File: src/rtl/fifo_pkg.sv
// Shared types and helpers for the sync FIFO and its read-side controllers.
package fifo_pkg;

  typedef enum logic [1:0] {
    IDLE  = 2'd0,
    BURST = 2'd1,
    DRAIN = 2'd2
  } reader_state_e;

  // Number of words a FIFO with the given address width can hold.
  function automatic int fifo_depth(input int addr_width);
    return 1 << addr_width;
  endfunction

endpackage

File: src/rtl/fifo_rd_skid.sv
// Two-entry skid buffer carrying a data word plus its last tag.
// Handshake-only: a push is always taken; the upstream must guarantee room.
module fifo_rd_skid #(
  parameter int DATA_WIDTH = 8
) (
  input  logic                  clk,
  input  logic                  rst,
  input  logic                  push_valid,
  input  logic [DATA_WIDTH-1:0] push_data,
  input  logic                  push_last,
  output logic                  out_valid,
  input  logic                  out_ready,
  output logic [DATA_WIDTH-1:0] out_data,
  output logic                  out_last,
  output logic                  pop,
  output logic [1:0]            count
);

  // Entries are stored as {last, data}; head is the word presented downstream.
  logic [DATA_WIDTH:0] head_q, head_d;
  logic [DATA_WIDTH:0] tail_q, tail_d;
  logic [1:0]          count_q, count_d;
  logic [DATA_WIDTH:0] push_word;

  assign push_word = {push_last, push_data};
  assign out_valid = (count_q != 2'd0);
  assign out_data  = head_q[DATA_WIDTH-1:0];
  assign out_last  = head_q[DATA_WIDTH];
  assign count     = count_q;

  // Next-state for the two entries: head only changes on a pop or when empty.
  always_comb begin
    pop     = (count_q != 2'd0) && out_ready;
    head_d  = head_q;
    tail_d  = tail_q;
    count_d = count_q;
    case ({push_valid, pop})
      2'b10: begin
        if (count_q == 2'd0) head_d = push_word;
        else                 tail_d = push_word;
        count_d = count_q + 2'd1;
      end
      2'b01: begin
        head_d  = tail_q;
        count_d = count_q - 2'd1;
      end
      2'b11: begin
        if (count_q == 2'd1) begin
          head_d = push_word;
        end else begin
          head_d = tail_q;
          tail_d = push_word;
        end
      end
      default: ;
    endcase
  end

  // Buffer registers; reset empties the buffer and zeroes the presented word.
  always_ff @(posedge clk or posedge rst) begin
    if (rst) begin
      head_q  <= '0;
      tail_q  <= '0;
      count_q <= 2'd0;
    end else begin
      head_q  <= head_d;
      tail_q  <= tail_d;
      count_q <= count_d;
    end
  end

  overflow_a: assert property (@(posedge clk) disable iff (rst)
    !(push_valid && !pop && (count_q == 2'd2)));

endmodule

File: src/rtl/fifo_burst_reader.sv
// Burst read controller for the sync FIFO: pulls BURST_LEN words (or whatever
// is present on flush) and streams them out on valid/ready with a last marker.
// Optional statistics counters are built when FIFO_BURST_READER_STATS_EN is defined.
//
// state | meaning
// IDLE  | waiting for a full burst in the FIFO or a flush with data present
// BURST | issuing reads until beats_left reaches zero
// DRAIN | reads done; waiting for the last-tagged word to be accepted
module fifo_burst_reader
  import fifo_pkg::*;
#(
  parameter int ADDR_WIDTH = 4,
  parameter int DATA_WIDTH = 8,
  parameter int BURST_LEN  = 4
) (
  input  logic                  clk,
  input  logic                  rst,
  output logic                  fifo_rd_en,
  input  logic [DATA_WIDTH-1:0] fifo_rdata,
  input  logic [ADDR_WIDTH:0]   fifo_level,
  input  logic                  flush,
  output logic                  m_valid,
  input  logic                  m_ready,
  output logic [DATA_WIDTH-1:0] m_data,
  output logic                  m_last,
  output logic                  busy
`ifdef FIFO_BURST_READER_STATS_EN
  ,
  output logic [31:0]           stat_words,
  output logic [15:0]           stat_stalls
`endif
);

  localparam int                FIFO_DEPTH  = fifo_depth(ADDR_WIDTH);
  localparam logic [ADDR_WIDTH:0] BURST_LEN_W = (ADDR_WIDTH+1)'(BURST_LEN);
  localparam logic [ADDR_WIDTH:0] BEAT_ONE    = (ADDR_WIDTH+1)'(1);

  generate
    if (BURST_LEN < 1 || BURST_LEN > FIFO_DEPTH) begin : g_bad_burst_len
      $error("fifo_burst_reader: BURST_LEN must be within 1..FIFO_DEPTH");
    end
  endgenerate

  reader_state_e       state_q, state_d;
  logic [ADDR_WIDTH:0] beats_left_q, beats_left_d;
  logic                inflight_q, inflight_d;
  logic                inflight_last_q, inflight_last_d;
  logic                pop;
  logic [1:0]          buf_count;
  logic [2:0]          credit_sum;
  logic                credit_ok;
  logic                rd_last;

  // Words already buffered plus the one on its way, less the one leaving now,
  // must leave room for another read to land two cycles from now.
  assign credit_sum = {1'b0, buf_count} + {2'b00, inflight_q} - {2'b00, pop};
  assign credit_ok  = (credit_sum < 3'd2);
  assign busy       = (state_q != IDLE);

  // Read strobe and FSM next-state.
  always_comb begin
    fifo_rd_en      = (state_q == BURST) && (beats_left_q != '0) &&
                      (fifo_level != '0) && credit_ok;
    rd_last         = fifo_rd_en && (beats_left_q == BEAT_ONE);
    state_d         = state_q;
    beats_left_d    = beats_left_q;
    inflight_d      = fifo_rd_en;
    inflight_last_d = rd_last;
    case (state_q)
      IDLE: begin
        if (fifo_level >= BURST_LEN_W) begin
          state_d      = BURST;
          beats_left_d = BURST_LEN_W;
        end else if (flush && (fifo_level != '0)) begin
          state_d      = BURST;
          beats_left_d = fifo_level;
        end
      end
      BURST: begin
        if (fifo_rd_en) beats_left_d = beats_left_q - BEAT_ONE;
        if (rd_last)    state_d      = DRAIN;
      end
      DRAIN: begin
        if (pop && m_last) state_d = IDLE;
      end
      default: state_d = IDLE;
    endcase
  end

  // FSM, beat counter and in-flight read tracking.
  always_ff @(posedge clk or posedge rst) begin
    if (rst) begin
      state_q         <= IDLE;
      beats_left_q    <= '0;
      inflight_q      <= 1'b0;
      inflight_last_q <= 1'b0;
    end else begin
      state_q         <= state_d;
      beats_left_q    <= beats_left_d;
      inflight_q      <= inflight_d;
      inflight_last_q <= inflight_last_d;
    end
  end

  fifo_rd_skid #(
    .DATA_WIDTH(DATA_WIDTH)
  ) u_skid (
    .clk       (clk),
    .rst       (rst),
    .push_valid(inflight_q),
    .push_data (fifo_rdata),
    .push_last (inflight_last_q),
    .out_valid (m_valid),
    .out_ready (m_ready),
    .out_data  (m_data),
    .out_last  (m_last),
    .pop       (pop),
    .count     (buf_count)
  );

`ifdef FIFO_BURST_READER_STATS_EN
  logic [31:0] stat_words_q, stat_words_d;
  logic [15:0] stat_stalls_q, stat_stalls_d;

  assign stat_words  = stat_words_q;
  assign stat_stalls = stat_stalls_q;

  // Saturating counters for accepted words and backpressured cycles.
  always_comb begin
    stat_words_d  = stat_words_q;
    stat_stalls_d = stat_stalls_q;
    if (pop && (stat_words_q != '1))                    stat_words_d  = stat_words_q + 32'd1;
    if (m_valid && !m_ready && (stat_stalls_q != '1))   stat_stalls_d = stat_stalls_q + 16'd1;
  end

  // Statistics registers.
  always_ff @(posedge clk or posedge rst) begin
    if (rst) begin
      stat_words_q  <= '0;
      stat_stalls_q <= '0;
    end else begin
      stat_words_q  <= stat_words_d;
      stat_stalls_q <= stat_stalls_d;
    end
  end
`endif

endmodule

File: config.mk
export PLATFORM = sky130hd
export DESIGN_NAME = fifo_burst_reader
export DESIGN_NICKNAME = d
export VERILOG_FILES = /design/src/rtl/fifo_pkg.sv /design/src/rtl/fifo_rd_skid.sv /design/src/rtl/fifo_burst_reader.sv
export SDC_FILE = /design/constraint.sdc
export NUM_CORES = 1
export LEC_CHECK = 0
export CAP_MARGIN = 40
export CORE_ASPECT_RATIO = 1.1
export CORE_MARGIN = 2
export CORE_UTILIZATION = 55
export DETAILED_ROUTE_END_ITERATION = 6
export PLACE_DENSITY = 0.84
export SETUP_SLACK_MARGIN = 0.3
export SYNTH_ARGS = -nofsm -noshare
export SYNTH_HDL_FRONTEND = slang
export SYNTH_SLANG_ARGS = --single-unit
export TNS_END_PERCENT = 100
File: constraint.sdc
create_clock -name clk -period 7.51 [get_ports clk]
set_input_delay 0.751 -clock clk [delete_from_list [all_inputs] [get_ports clk]]
set_output_delay 0.751 -clock clk [all_outputs]
set_load 0.02 [all_outputs]
Run 1, gate families picked out:
Scale: 4 px per um.
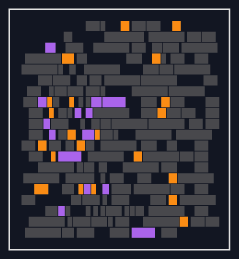
legend:
  aoi and oai cells:
    colour: purple
    cells: 14
  nor cells:
    colour: orange
    cells: 21

Run 1, clock wires, drivers and flops:
Scale: 4 px per um.
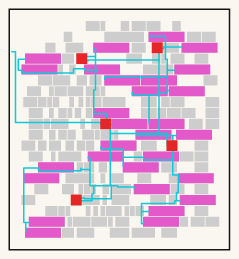
legend:
  clock wires:
    colour: cyan
    length: 382 um
  clock-net drivers:
    colour: red
    count: 5
  flip-flops:
    colour: magenta
    count: 29
routed clock nets: 6

==> out/qor.csv, run 1 <==
stage;metric;value;unit
sta;Slew @ Worst Pin;601;ps
die;num tapcells;33;
power;highest-power group;combinational logic;
power;switching share of power;40.3;%
run_status;run status;finished, final reports clean;
detailed_routing;top routing layer used;met4;
power;Pwr per Cell Area;416;nW/um2
hold_path;Worst Hold End;u_skid.tail_q[6];
synthesis;commonest cells in the netlist;dfrtp_1, inv_1, a221o_1, nor2b_1, nand2_1;
clock_network;H-tree level count;2;
sta;minimum clock period;4260;ps
clock_network;CTS Root Buffer Type;clkbuf_4;
synthesis;post-synthesis sequential area ratio;46.7;%
clock_network;Post-CTS Setup Bufs;0;
power;combinational cell power;0.450;mW
worst_setup_path;CP top delay family;buffers and inverters;
detailed_routing;final WL;3.19;mm
final_layout;Post-Layout Cell Count;204;
sta;period utilization;56.7;%
placed_design;Inst Count DP;196;
sta;Worst Slack Setup Final;3250;ps
worst_setup_path;crit path capture;fifo_rd_en;
detailed_routing;wire length on met3;207;um
final_layout;count of non-CTS inverters in the layout;12;
die;Core Footprint;2730;um2
synthesis;cell taking the most area after synthesis;dfrtp_1;
detailed_routing;WL met1;1.31;mm
synthesis;count leader, synth;dfrtp_1;
Run 1, clock routing:
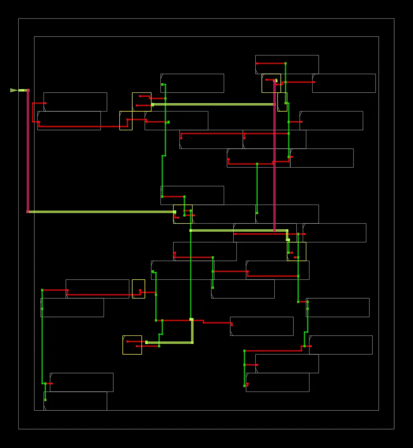
CTS Sinks: 29
clock network power: 0.0909 mW
CTS Buf Count: 5
Insertion Delay late pin: 330 ps
Clock Skew: 5.58 ps

[run 1: flip-flops by register name (all words and copies together) (netlist names)]
| register | cells |
|---|---|
| u_skid.head_q | 9 |
| u_skid.tail_q | 9 |
| beats_left_q | 5 |
| state_q | 2 |
| u_skid.count | 2 |
| inflight_last_q | 1 |
| inflight_q | 1 |
[run 1: cell families (layout without fill, tap and decap cells)]
family,Yosys count,count (layout),synth area share [%]
mux,11,11,8.05
flops,29,29,46.7
compound gates,31,31,18.0
simple gates,40,40,14.9
buf+inv,13,49,3.78
fa+ha+maj,8,8,6.92
xor+xnor,3,3,1.69
Run 1, routed metal, one colour a layer:
Scale: 8 px per um.
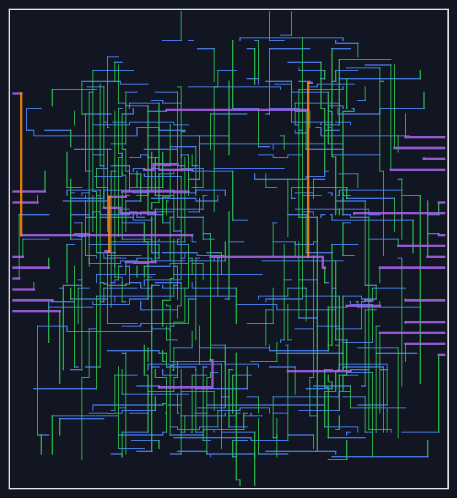

==> run 2, diff against run 1 <==
--- a/config.mk
+++ b/config.mk
@@ -8,9 +8,9 @@
 export CAP_MARGIN = 40
 export CORE_ASPECT_RATIO = 1.1
 export CORE_MARGIN = 2
-export CORE_UTILIZATION = 55
+export CORE_UTILIZATION = 46
 export DETAILED_ROUTE_END_ITERATION = 6
-export PLACE_DENSITY = 0.84
+export PLACE_DENSITY = 0.75
 export SETUP_SLACK_MARGIN = 0.3
 export SYNTH_ARGS = -nofsm -noshare
 export SYNTH_HDL_FRONTEND = slang
==> constraint.sdc (replaced) <==
create_clock -name clk -period 3.6 [get_ports clk]
set_input_delay 0.36 -clock clk [delete_from_list [all_inputs] [get_ports clk]]
set_output_delay 0.36 -clock clk [all_outputs]
set_load 0.02 [all_outputs]
Run 2, routed metal, one colour a layer:
Scale: 8 px per um.
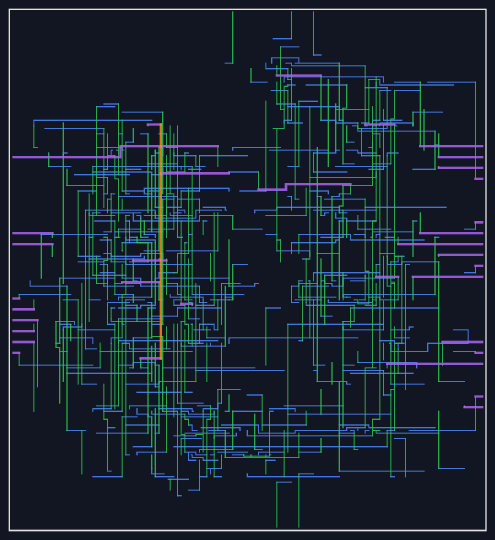
legend:
  M4:
    colour: orange
    wire_length: 29.2 um
  M2:
    colour: green
    wire_length: 1640 um
  M3:
    colour: purple
    wire_length: 169 um
  M1:
    colour: blue
    wire_length: 1390 um
WL/cell: 15.4 um
Total GRT Usage: 18.3%

==> run 2 against run 1 <==
Net effect:
- register-to-register slack got worse by 3700 ps
- synthesized area unchanged
- via count grew 0.58%
- utilization fell by 9.9 points
- synthesized cell count unchanged
- routed wire length grew 1.4%
- die area rose by 18%
- sequential share of layout area decreased by 1.2 points
- hold slack got worse by 99 ps
- power increased by 120%
- critical path type is now flip-flop to output port
- largest cell class unchanged
- highest routed layer unchanged
==> out/qor.csv, run 2 <==
stage;metric;value;unit;change
sta;minimum clock period;3130;ps;
detailed_routing;WL met1;1.39;mm;+6.1%
worst_setup_path;CP top delay family;simple AND/OR/NAND/NOR gates;;
clock_network;CTS Sinks;29;;unchanged
final_layout;Post-Layout Cell Count;210;;+2.9%
final_layout;largest registers;u_skid.head_q: 9 flops, u_skid.tail_q: 9 flops, beats_left_q: 5 flops;;
run_status;run status;finished, final reports clean;;
synthesis;commonest cells in the netlist;dfrtp_1, inv_1, a221o_1, nor2b_1, nand2_1;;
sta;period utilization;87.0;%;
final_layout;count of non-CTS inverters in the layout;12;;unchanged
die;num tapcells;36;;+9.1%
clock_network;CTS Buf Count;5;;unchanged
die;Core Footprint;3280;um2;+20%
clock_network;CTS Root Buffer Type;clkbuf_4;;
detailed_routing;top routing layer used;met4;;
synthesis;largest family of logic cells by area;AND-OR/OR-AND gates;;
synthesis;cell taking the most area after synthesis;dfrtp_1;;
synthesis;post-synthesis sequential area ratio;46.7;%;unchanged
power;highest-power group;combinational logic;;
sta;Clock Skew;9.30;ps;+3.73 ps
power;switching share of power;38.3;%;-2.0 points
synthesis;AND-OR/OR-AND Cells, Area Fraction;18.0;%;unchanged
detailed_routing;wire length on met3;169;um;-18%
sta;Worst Slack Setup Final;469;ps;-2780 ps
power;clock network power;0.280;mW;+210%
synthesis;mux frac, synth;8.05;%;unchanged
power;VDD IR-drop max;0.551;mV;
clock_network;Post-CTS Setup Bufs;2;;+2
synthesis;yosys xor share;1.69;%;unchanged
synthesis;simple-gate portion of the synthesized area;14.9;%;unchanged
sta;Slew @ Worst Pin;590;ps;-11.6 ps
-- run 2: cell types whose count changed in the layout (fill, tap and decap cells not counted) --
cell,delta
nor2_1,-2
buf_4,+3
clkinv_2,-2
or3_4,+1
clkbuf_8,+1
clkdlybuf4s50_1,-1
bufinv_16,+1
nor2_2,+2
buf_2,+1
or3_1,-1
-- run 2: worst max-delay path by stage --
stage / endpoint / slack [ps] / depth (start not counted)
3_5_place_dp: fifo_rd_en / 100 / 9
5_1_grt: fifo_rd_en / 310 / 10
4_1_cts: fifo_rd_en / 380 / 10
2_1_floorplan: fifo_rd_en / 740 / 9
3_3_place_gp: fifo_rd_en / 140 / 9
6_report: fifo_rd_en / 470 / 10
-- run 2: layer usage --
metal,GRT usage (%),vias up
met3,3.79,3
met4,6.53,0
met2,30.9,41
met1,22.6,590
met5,0,-
li1,-,574
Run 2, floorplan with the power grid:
Scale: 6 px per um. Pins as bars on the die edge.
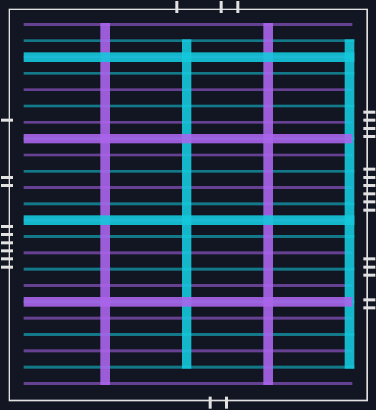

==> run 3, diff against run 2 <==
--- a/config.mk
+++ b/config.mk
@@ -8,9 +8,11 @@
 export CAP_MARGIN = 40
 export CORE_ASPECT_RATIO = 1.1
 export CORE_MARGIN = 2
-export CORE_UTILIZATION = 46
+export CORE_UTILIZATION = 48
+export CTS_BUF_LIST = sky130_fd_sc_hd__clkbuf_2
+export CTS_CLUSTER_DIAMETER = 150
 export DETAILED_ROUTE_END_ITERATION = 6
-export PLACE_DENSITY = 0.75
+export PLACE_DENSITY = 0.77
 export SETUP_SLACK_MARGIN = 0.3
 export SYNTH_ARGS = -nofsm -noshare
 export SYNTH_HDL_FRONTEND = slang
Run 3, floorplan with the power grid:
Scale: 6 px per um. Pins as bars on the die edge.
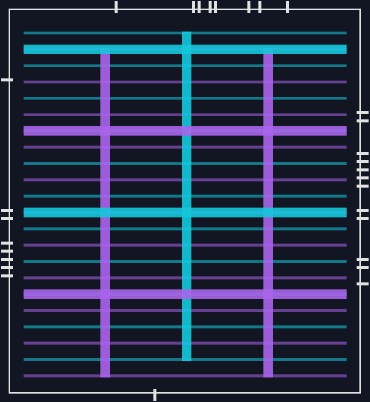
legend:
  VDD:
    colour: cyan
  VSS:
    colour: purple
met5 straps: 4
signal pins: 29
met4 straps: 3

==> run 3 against run 2 <==
Net effect:
- setup slack better by 9.2 ps
- combinational power hardly changed
- register-to-register slack worse by 40 ps
- clock skew is 7.7 ps higher
- clock-buffer cell count is 2 lower
- synthesized cell count stayed put
- clock power is 11% higher
- sequential share of layout area hardly changed
- first-iteration DRC count is 19% higher
- final area is 0.12% higher
- hold slack worse by 130 ps
- critical path type unchanged
- largest cell class unchanged
==> out/qor.csv, run 3 <==
stage;metric;value;unit;change
sta;Worst Slack Setup Final;478;ps;+9.15 ps
sta;minimum clock period;3120;ps;-9.15 ps
synthesis;commonest cells in the netlist;dfrtp_1, inv_1, a221o_1, nor2b_1, nand2_1;;
global_route;routing usage on met1;24.6;%;+2.0 points
synthesis;Post-synth area hogs;dfrtp_1, a221o_1, ha_1;;
synthesis;area share, top type;46.7;%;
clock_network;CTS Root Buffer Type;clkbuf_2;;
synthesis;cell taking the most area after synthesis;dfrtp_1;;
die;Core Footprint;3070;um2;-6.1%
die;FP Util;50.5;%;
worst_setup_path;WP depth;10;;unchanged
synthesis;Post-synth EDFFs;0;;
placed_design;routability cong.;0.825;;
clock_network;CTS Sinks;29;;unchanged
worst_setup_path;FF-to-FF path depth;11;;
final_layout;most common logic cells in the final layout;dfrtp_1, clkdlybuf4s50_1, inv_1;;
die;Die Ht;63.7;um;
final_layout;Signal buffers;33;;
final_layout;Gate Area;772;um2;
sta;period utilization;86.7;%;-0.25 points
power;VDD IR-drop max;0.599;mV;+8.7%
worst_setup_path;crit path capture;fifo_rd_en;;
detailed_routing;WL met1;1.37;mm;-1.9%
final_layout;largest registers;u_skid.head_q: 9 flops, u_skid.tail_q: 9 flops, beats_left_q: 5 flops;;
synthesis;post-synthesis sequential area ratio;46.7;%;unchanged
clock_network;CTS Buf Count;5;;unchanged
global_route;routing usage on met2;35.7;%;+4.7 points
detailed_routing;wire length on met3;208;um;+23%
final_layout;count of non-CTS inverters in the layout;12;;unchanged
worst_setup_path;FF-to-FF setup slack;670;ps;
worst_setup_path;Critical Path Slowest Stage Cell;or3_1;;
run_status;run status;finished, final reports clean;;
sta;Clock Skew;17.0;ps;+7.73 ps
global_route;Total GRT Usage;21.5;%;+3.2 points
global_route;met3 Usage GRT;6.78;%;+3.0 points
detailed_routing;WL/cell;16.5;um;+7.0%
synthesis;Syn Nets;160;;
worst_setup_path;CP top delay family;simple AND/OR/NAND/NOR gates;;
final_layout;clk tree area frac;4.48;%;
sta;Slew @ Worst Pin;587;ps;-3.36 ps
detailed_routing;top routing layer used;met4;;
final_layout;Post-Layout Cell Count;209;;-0.48%
clock_network;Post-CTS Setup Bufs;2;;unchanged
final_layout;design area;2010;um2;
detailed_routing;routed length on met2;1.79;mm;
global_route;Most Crowded Layer GR;met2;;
die;num tapcells;34;;-5.6%
worst_setup_path;Crit path largest cell delay;420;ps;
run 3: cell counts after synthesis:
No cell type changed its count.
run 3: cell families (layout without fill, tap and decap cells):
family / after synthesis / after routing / share of synthesized area, %
and+or+nand+nor: 40 / 40 / 14.9
AOI/OAI and AO/OA: 31 / 31 / 18.0
DFF: 29 / 29 / 46.7
buffers and inverters: 13 / 53 / 3.78
muxes: 11 / 11 / 8.05
adders and majority gates: 8 / 8 / 6.92
xor gates and xnor gates: 3 / 3 / 1.69
run 3: power breakdown:
part	leakage [nW]	total, mW	switching, mW	internal, mW
Clock	0.0529	0.311	0.125	0.186
Sequential	0.352	0.553	0.0896	0.463
Combinational	0.479	0.986	0.494	0.491
Total	0.884	1.85	0.708	1.14
Power is estimated from default activity; no workload was simulated.
